Figure 1. Clock routing.
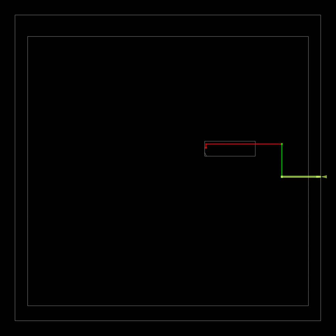
Figure 2. Power grid.
Scale: 6 px per um. Pins as bars on the die edge. Tap cells in grey.
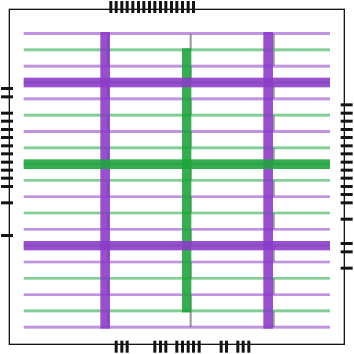
Figure 3. The metal 3 layer.
Scale: 4 px per um.
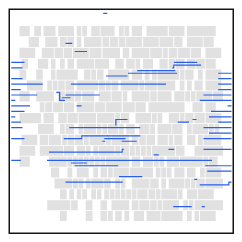
**src/rtl/hazard_pkg.sv**
```systemverilog
// Shared types and defaults for the 6-stage pipeline hazard/control unit.
package hazard_pkg;

    typedef enum logic [1:0] {
        FWD_RF = 2'b00,
        FWD_W  = 2'b01,
        FWD_M1 = 2'b10,
        FWD_M2 = 2'b11
    } fwd_sel_t;

    typedef enum logic {
        RUN      = 1'b0,
        MEM_WAIT = 1'b1
    } hz_state_t;

    localparam int LU_BUBBLES_DEFAULT = 2;

endpackage

```
**src/rtl/hazard_ctrl6_fwd_sel_unit.sv**
```systemverilog
// One Execute-stage operand's forwarding select; the youngest producing stage wins.
module fwd_sel_unit
    import hazard_pkg::*;
#(
    parameter int REG_AW = 5
) (
    input  logic [REG_AW-1:0] rs,
    input  logic [REG_AW-1:0] rd_m1,
    input  logic [REG_AW-1:0] rd_m2,
    input  logic [REG_AW-1:0] rd_w,
    input  logic              reg_write_m1,
    input  logic              reg_write_m2,
    input  logic              reg_write_w,
    input  logic              load_m1,
    input  logic              load_m2,
    output fwd_sel_t          sel
);

    // Loads in M1/M2 have no data yet, so only ALU results are taken from those stages.
    always_comb begin
        sel = FWD_RF;
        if (rs != '0) begin
            if (reg_write_m1 && !load_m1 && rd_m1 == rs)
                sel = FWD_M1;
            else if (reg_write_m2 && !load_m2 && rd_m2 == rs)
                sel = FWD_M2;
            else if (reg_write_w && rd_w == rs)
                sel = FWD_W;
        end
    end

endmodule

```
**src/rtl/hazard_ctrl6.sv**
```systemverilog
// Hazard/control unit for the F-D-E-M1-M2-W pipeline: stalls, flushes and forwarding selects.
// Optional performance counters are built when HAZARD_PERF_EN is defined.
module hazard_ctrl6
    import hazard_pkg::*;
#(
    parameter int REG_AW     = 5,
    parameter int LU_BUBBLES = LU_BUBBLES_DEFAULT
) (
    input  logic              clk,
    input  logic              reset,
    input  logic [REG_AW-1:0] rs1_d,
    input  logic [REG_AW-1:0] rs2_d,
    input  logic [REG_AW-1:0] rs1_e,
    input  logic [REG_AW-1:0] rs2_e,
    input  logic [REG_AW-1:0] rd_e,
    input  logic [REG_AW-1:0] rd_m1,
    input  logic [REG_AW-1:0] rd_m2,
    input  logic [REG_AW-1:0] rd_w,
    input  logic              reg_write_m1,
    input  logic              reg_write_m2,
    input  logic              reg_write_w,
    input  logic              load_e,
    input  logic              load_m1,
    input  logic              load_m2,
    input  logic              mem_access_m2,
    input  logic              dmem_ready,
    input  logic              pc_src_e,
    output logic              stall_f,
    output logic              stall_d,
    output logic              stall_e,
    output logic              stall_m1,
    output logic              stall_m2,
    output logic              flush_d,
    output logic              flush_e,
    output logic              flush_w,
    output logic [1:0]        forward_a_e,
    output logic [1:0]        forward_b_e
`ifdef HAZARD_PERF_EN
    ,
    output logic [31:0]       perf_lu_cycles,
    output logic [31:0]       perf_mem_cycles
`endif
);

    localparam int CNT_W = (LU_BUBBLES > 2) ? $clog2(LU_BUBBLES) : 1;
    localparam logic [CNT_W-1:0] LU_LOAD = CNT_W'(LU_BUBBLES - 1);

    hz_state_t        state_q, state_d;
    logic [CNT_W-1:0] lu_cnt_q, lu_cnt_d;
    logic             mem_stall, lu_e, lu_m1, lu_stall;
    fwd_sel_t         fwd_a, fwd_b;

    fwd_sel_unit #(.REG_AW(REG_AW)) u_fwd_a (
        .rs(rs1_e), .rd_m1(rd_m1), .rd_m2(rd_m2), .rd_w(rd_w),
        .reg_write_m1(reg_write_m1), .reg_write_m2(reg_write_m2), .reg_write_w(reg_write_w),
        .load_m1(load_m1), .load_m2(load_m2), .sel(fwd_a)
    );

    fwd_sel_unit #(.REG_AW(REG_AW)) u_fwd_b (
        .rs(rs2_e), .rd_m1(rd_m1), .rd_m2(rd_m2), .rd_w(rd_w),
        .reg_write_m1(reg_write_m1), .reg_write_m2(reg_write_m2), .reg_write_w(reg_write_w),
        .load_m1(load_m1), .load_m2(load_m2), .sel(fwd_b)
    );

    assign mem_stall = mem_access_m2 && !dmem_ready;
    assign lu_e  = load_e  && rd_e  != '0 && (rd_e  == rs1_d || rd_e  == rs2_d);
    assign lu_m1 = load_m1 && rd_m1 != '0 && (rd_m1 == rs1_d || rd_m1 == rs2_d);

    always_ff @(posedge clk or posedge reset) begin
        if (reset) begin
            state_q  <= RUN;
            lu_cnt_q <= '0;
        end else begin
            state_q  <= state_d;
            lu_cnt_q <= lu_cnt_d;
        end
    end

    always_comb begin
        state_d     = state_q;
        lu_cnt_d    = lu_cnt_q;
        lu_stall    = 1'b0;
        stall_f     = 1'b0;
        stall_d     = 1'b0;
        stall_e     = 1'b0;
        stall_m1    = 1'b0;
        stall_m2    = 1'b0;
        flush_d     = 1'b0;
        flush_e     = 1'b0;
        flush_w     = 1'b0;
        forward_a_e = fwd_a;
        forward_b_e = fwd_b;

        case (state_q)
            RUN:      if (mem_stall)  state_d = MEM_WAIT;
            MEM_WAIT: if (!mem_stall) state_d = RUN;
            default:  state_d = RUN;
        endcase

        // Memory wait freezes the whole pipe; branch and load-use are re-judged once it clears.
        if (mem_stall) begin
            stall_f  = 1'b1;
            stall_d  = 1'b1;
            stall_e  = 1'b1;
            stall_m1 = 1'b1;
            stall_m2 = 1'b1;
            flush_w  = 1'b1;
        end else if (pc_src_e) begin
            flush_d  = 1'b1;
            flush_e  = 1'b1;
            lu_cnt_d = '0;
        end else if (lu_cnt_q != '0) begin
            lu_stall = 1'b1;
            lu_cnt_d = lu_cnt_q - 1'b1;
        end else if (lu_e) begin
            lu_stall = 1'b1;
            lu_cnt_d = LU_LOAD;
        end else if (lu_m1) begin
            lu_stall = 1'b1;
        end

        if (lu_stall) begin
            stall_f = 1'b1;
            stall_d = 1'b1;
            flush_e = 1'b1;
        end

        if (reset) begin
            stall_f     = 1'b0;
            stall_d     = 1'b0;
            stall_e     = 1'b0;
            stall_m1    = 1'b0;
            stall_m2    = 1'b0;
            flush_d     = 1'b0;
            flush_e     = 1'b0;
            flush_w     = 1'b0;
            forward_a_e = FWD_RF;
            forward_b_e = FWD_RF;
        end
    end

`ifdef HAZARD_PERF_EN
    always_ff @(posedge clk or posedge reset) begin
        if (reset) begin
            perf_lu_cycles  <= '0;
            perf_mem_cycles <= '0;
        end else begin
            if (lu_stall && perf_lu_cycles != '1)
                perf_lu_cycles <= perf_lu_cycles + 32'd1;
            if (mem_stall && perf_mem_cycles != '1)
                perf_mem_cycles <= perf_mem_cycles + 32'd1;
        end
    end
`else
    // Counters not built in this configuration.
`endif

endmodule

```
**config.mk**
```make
export PLATFORM = sky130hd
export DESIGN_NAME = hazard_ctrl6
export DESIGN_NICKNAME = d
export VERILOG_FILES = /design/src/rtl/hazard_pkg.sv /design/src/rtl/hazard_ctrl6_fwd_sel_unit.sv /design/src/rtl/hazard_ctrl6.sv
export SDC_FILE = /design/constraint.sdc
export NUM_CORES = 1
export LEC_CHECK = 0
export ABC_AREA = 1
export CORE_MARGIN = 2
export CORE_UTILIZATION = 36
export CTS_BUF_LIST = sky130_fd_sc_hd__clkbuf_16
export CTS_CLUSTER_DIAMETER = 100
export DETAILED_ROUTE_END_ITERATION = 8
export PLACE_DENSITY = 0.91
export SKIP_CTS_REPAIR_TIMING = 1
export SLEW_MARGIN = 20
export SYNTH_ARGS = -nofsm -noshare
export SYNTH_HDL_FRONTEND = slang
export SYNTH_SLANG_ARGS = --single-unit
```
**constraint.sdc**
```tcl
create_clock -name clk -period 1.26 [get_ports clk]
set_clock_uncertainty 0.15 [all_clocks]
set_input_delay 0.126 -clock clk [delete_from_list [all_inputs] [get_ports clk]]
set_output_delay 0.126 -clock clk [all_outputs]
set_load 0.02 [all_outputs]
```
==> deck_impl_summary.md <==
Key Metrics from the Run

Worst setup path
  • Setup slack, reg-to-reg: 0.21 ns
  • CP endpoint kind: output pin
  • Startpoint Class: primary input
  • Reg-to-reg critical path endpoint: lu_cnt_q
  • Worst R2R Start: lu_cnt_q
  • R2R depth: 4
  • Required @ worst endpoint: 0.98 ns
  • Crit Path Class: in -> out
  • Crit Path Max Fanout: 3
  • CP arrival: around 1.2 ns

STA
  • Tmin final: 1.44 ns
  • WHS: 0.0366 ns
  • Worst slew margin: 84.0%
  • Setup WS post-layout: -0.177 ns
  • Final Hold Fails: 0
  • Fmax: about 0.70 GHz
  • Final Cycle Share: 114%
  • Worst Tran Pin Value: 0.238 ns
  • Final setup violation count: 8
  • Final TNS setup: -0.906 ns

Clock tree
  • Clock transition at the registers of the reported paths: 0 ns

Finish
  • Final nets: 338
  • Multi-input gates: 143
  • Most used logic cell in the final layout: nand2_1
  • Biggest registers after layout: lu_cnt_q: 1 flops
  • # fillers: 150
  • Biggest register: lu_cnt_q
  • Max FFs per register: 1
  • Share of cells above drive strength 1: between 50% and 60%
  • ANT cells: 0
  • Comb area share: 45.6%
  • Top cells excl fill/tap: nand2_1, buf_4, inv_1, buf_6, clkbuf_2
  • Fin util: 83.0%
  • Post-Layout Cell Count: 315
  • Area Growth Syn to Fin: 117%
  • Leading cell kind: multi-input combinational cells
  • Fraction of area in registers: 1.21%
  • Post-route cell area: 0.00208 mm2

Route
  • Detailed Routing Iterations Pass 1: 4
  • M1 wire length: approximately 1.8 mm
  • Vias: 1,689
  • DR top layer: met4
  • Initial DRC Count: 102
  • Vias per inst: around 5.4
  • WL/cell: 15.2 um
  • Final ANT Viol Nets: 0
  • DRC: 0
  • Routed wire length: 4.78 mm

Place
  • Placed inst area: between 0.0015 and 0.002 mm2
  • Port bufs: just over 60
  • DP Wirelength: 2.96 mm
  • Placement Setup Slack: -1.06 ns
  • Placed cells: 310
  • Gpl congestion: between 0.8 and 0.9

Pwr
  • Total internal power: 0.385 mW
  • Seq pwr share: about 4.6%
  • Comb power frac: between 90% and 100%
  • Power Dens Cells: 354 mW/mm2
  • Total sequential power: 0.0337 mW
  • Comb power: 0.702 mW
  • Worst ir drop on vdd: about 0.26 mV
  • Top power group: combinational logic
  • Clock power share: 0%
  • Pleak: between 1 and 1.5 nW
  • Overall power consumption: 0.735 mW

Global routing
  • Met2 Use GR: 38.9%
  • Met1 Use GR: 27.8%
  • M3 GR Usage: 1.63%
  • Gr busiest metal: met2
  • Initial antenna violation count: 0
  • Largest net degree at the start of global routing: 8
  • Vias in the first global route: 1,372
  • GRT overflow: 0
  • Total Routing Usage GR: 21.1%

Yosys
  • Top cell type by total area after synthesis: nand2_1
  • Post-Synthesis Cell Area: 958 um2
  • Yosys adder share: 0%
  • Net Count, Synth: 247
  • Top non-seq family: simple AND/OR/NAND/NOR gates
  • Mux share: 0%
  • Post-synth top cells: nand2_1, inv_1, nor2_1
  • EDFF count, synth: 0
  • Share of the synthesized area in the top cell type: a little over a fifth
  • Cells in synth_stat.txt: between 150 and 200
  • Top cells by area, synth: nand2_1, inv_1, nor2_1
  • Ys flop type: dfrtp_1
  • Post-Syn Instances: a little under 200
  • Ao+oa area frac: 22.1%
  • Top-count cell post-synth: nand2_1
  • Chip Area, Yosys: 958 um2
  • Synth Area per Inst: 4.89 um2
  • Cell Type Count: 19
  • Asr flop ratio synth: 100%
  • Simple-Gate Area Share: between 40% and 50%

Die
  • Row count: 18
  • DIE AREA: 0.00309 mm2
  • Core area: 0.00250 mm2
  • Vertical die size: 55.6 um
  • Top-level I/O count: 63
  • Die Wd: 55.6 um
  • Pre-Place Util: 38.3%
  • Tap Cells: 30

Min path
  • Hold crit path type: in -> async

Flow run
  • Max-cap violation count: 0
  • Tool warnings: 30

Status
  • Failing checks: negative setup slack
  • Status: finished with violations
About Figure 1:
flip-flops: 1
latest clock arrival within the worst-skew pair: 0 ns
clock group power: 0 mW

About Figure 2:
VSS -> purple
VDD -> green
signal pins = 63
rows = 18
met4 straps = 3

About Figure 3:
share of all routed wire = 7.6%
main direction = horizontal
wire length on this layer = 364 um
nets with wire on the layer = 55
longest straight run = 40.9 um

worst max-delay path: stages:
cell	delay (ns)
clkbuf_2	0.11
inv_1	0.06
nand2_1	0.06
nand2_1	0.06
nor2_1	0.13
nand3_1	0.10
nand2_1	0.09
nand2_1	0.06
nand3_2	0.08
nor2_2	0.05
nor2_2	0.11
buf_6	0.12
how the worst max path moves through the flow:
stage	endpoint	slack, ns	depth (start not counted)	startpoint
6_report	flush_e	-0.18	12	rs2_d[2]
5_1_grt	flush_e	-0.32	12	rs2_d[2]
4_1_cts	stall_d	-1.07	12	rd_m1[1]
3_5_place_dp	stall_d	-1.06	12	rd_m1[1]
3_3_place_gp	stall_f	-1.06	12	rd_m1[1]
2_1_floorplan	stall_f	0.008	9	rd_m1[4]
Power is estimated from default activity; no workload was simulated.
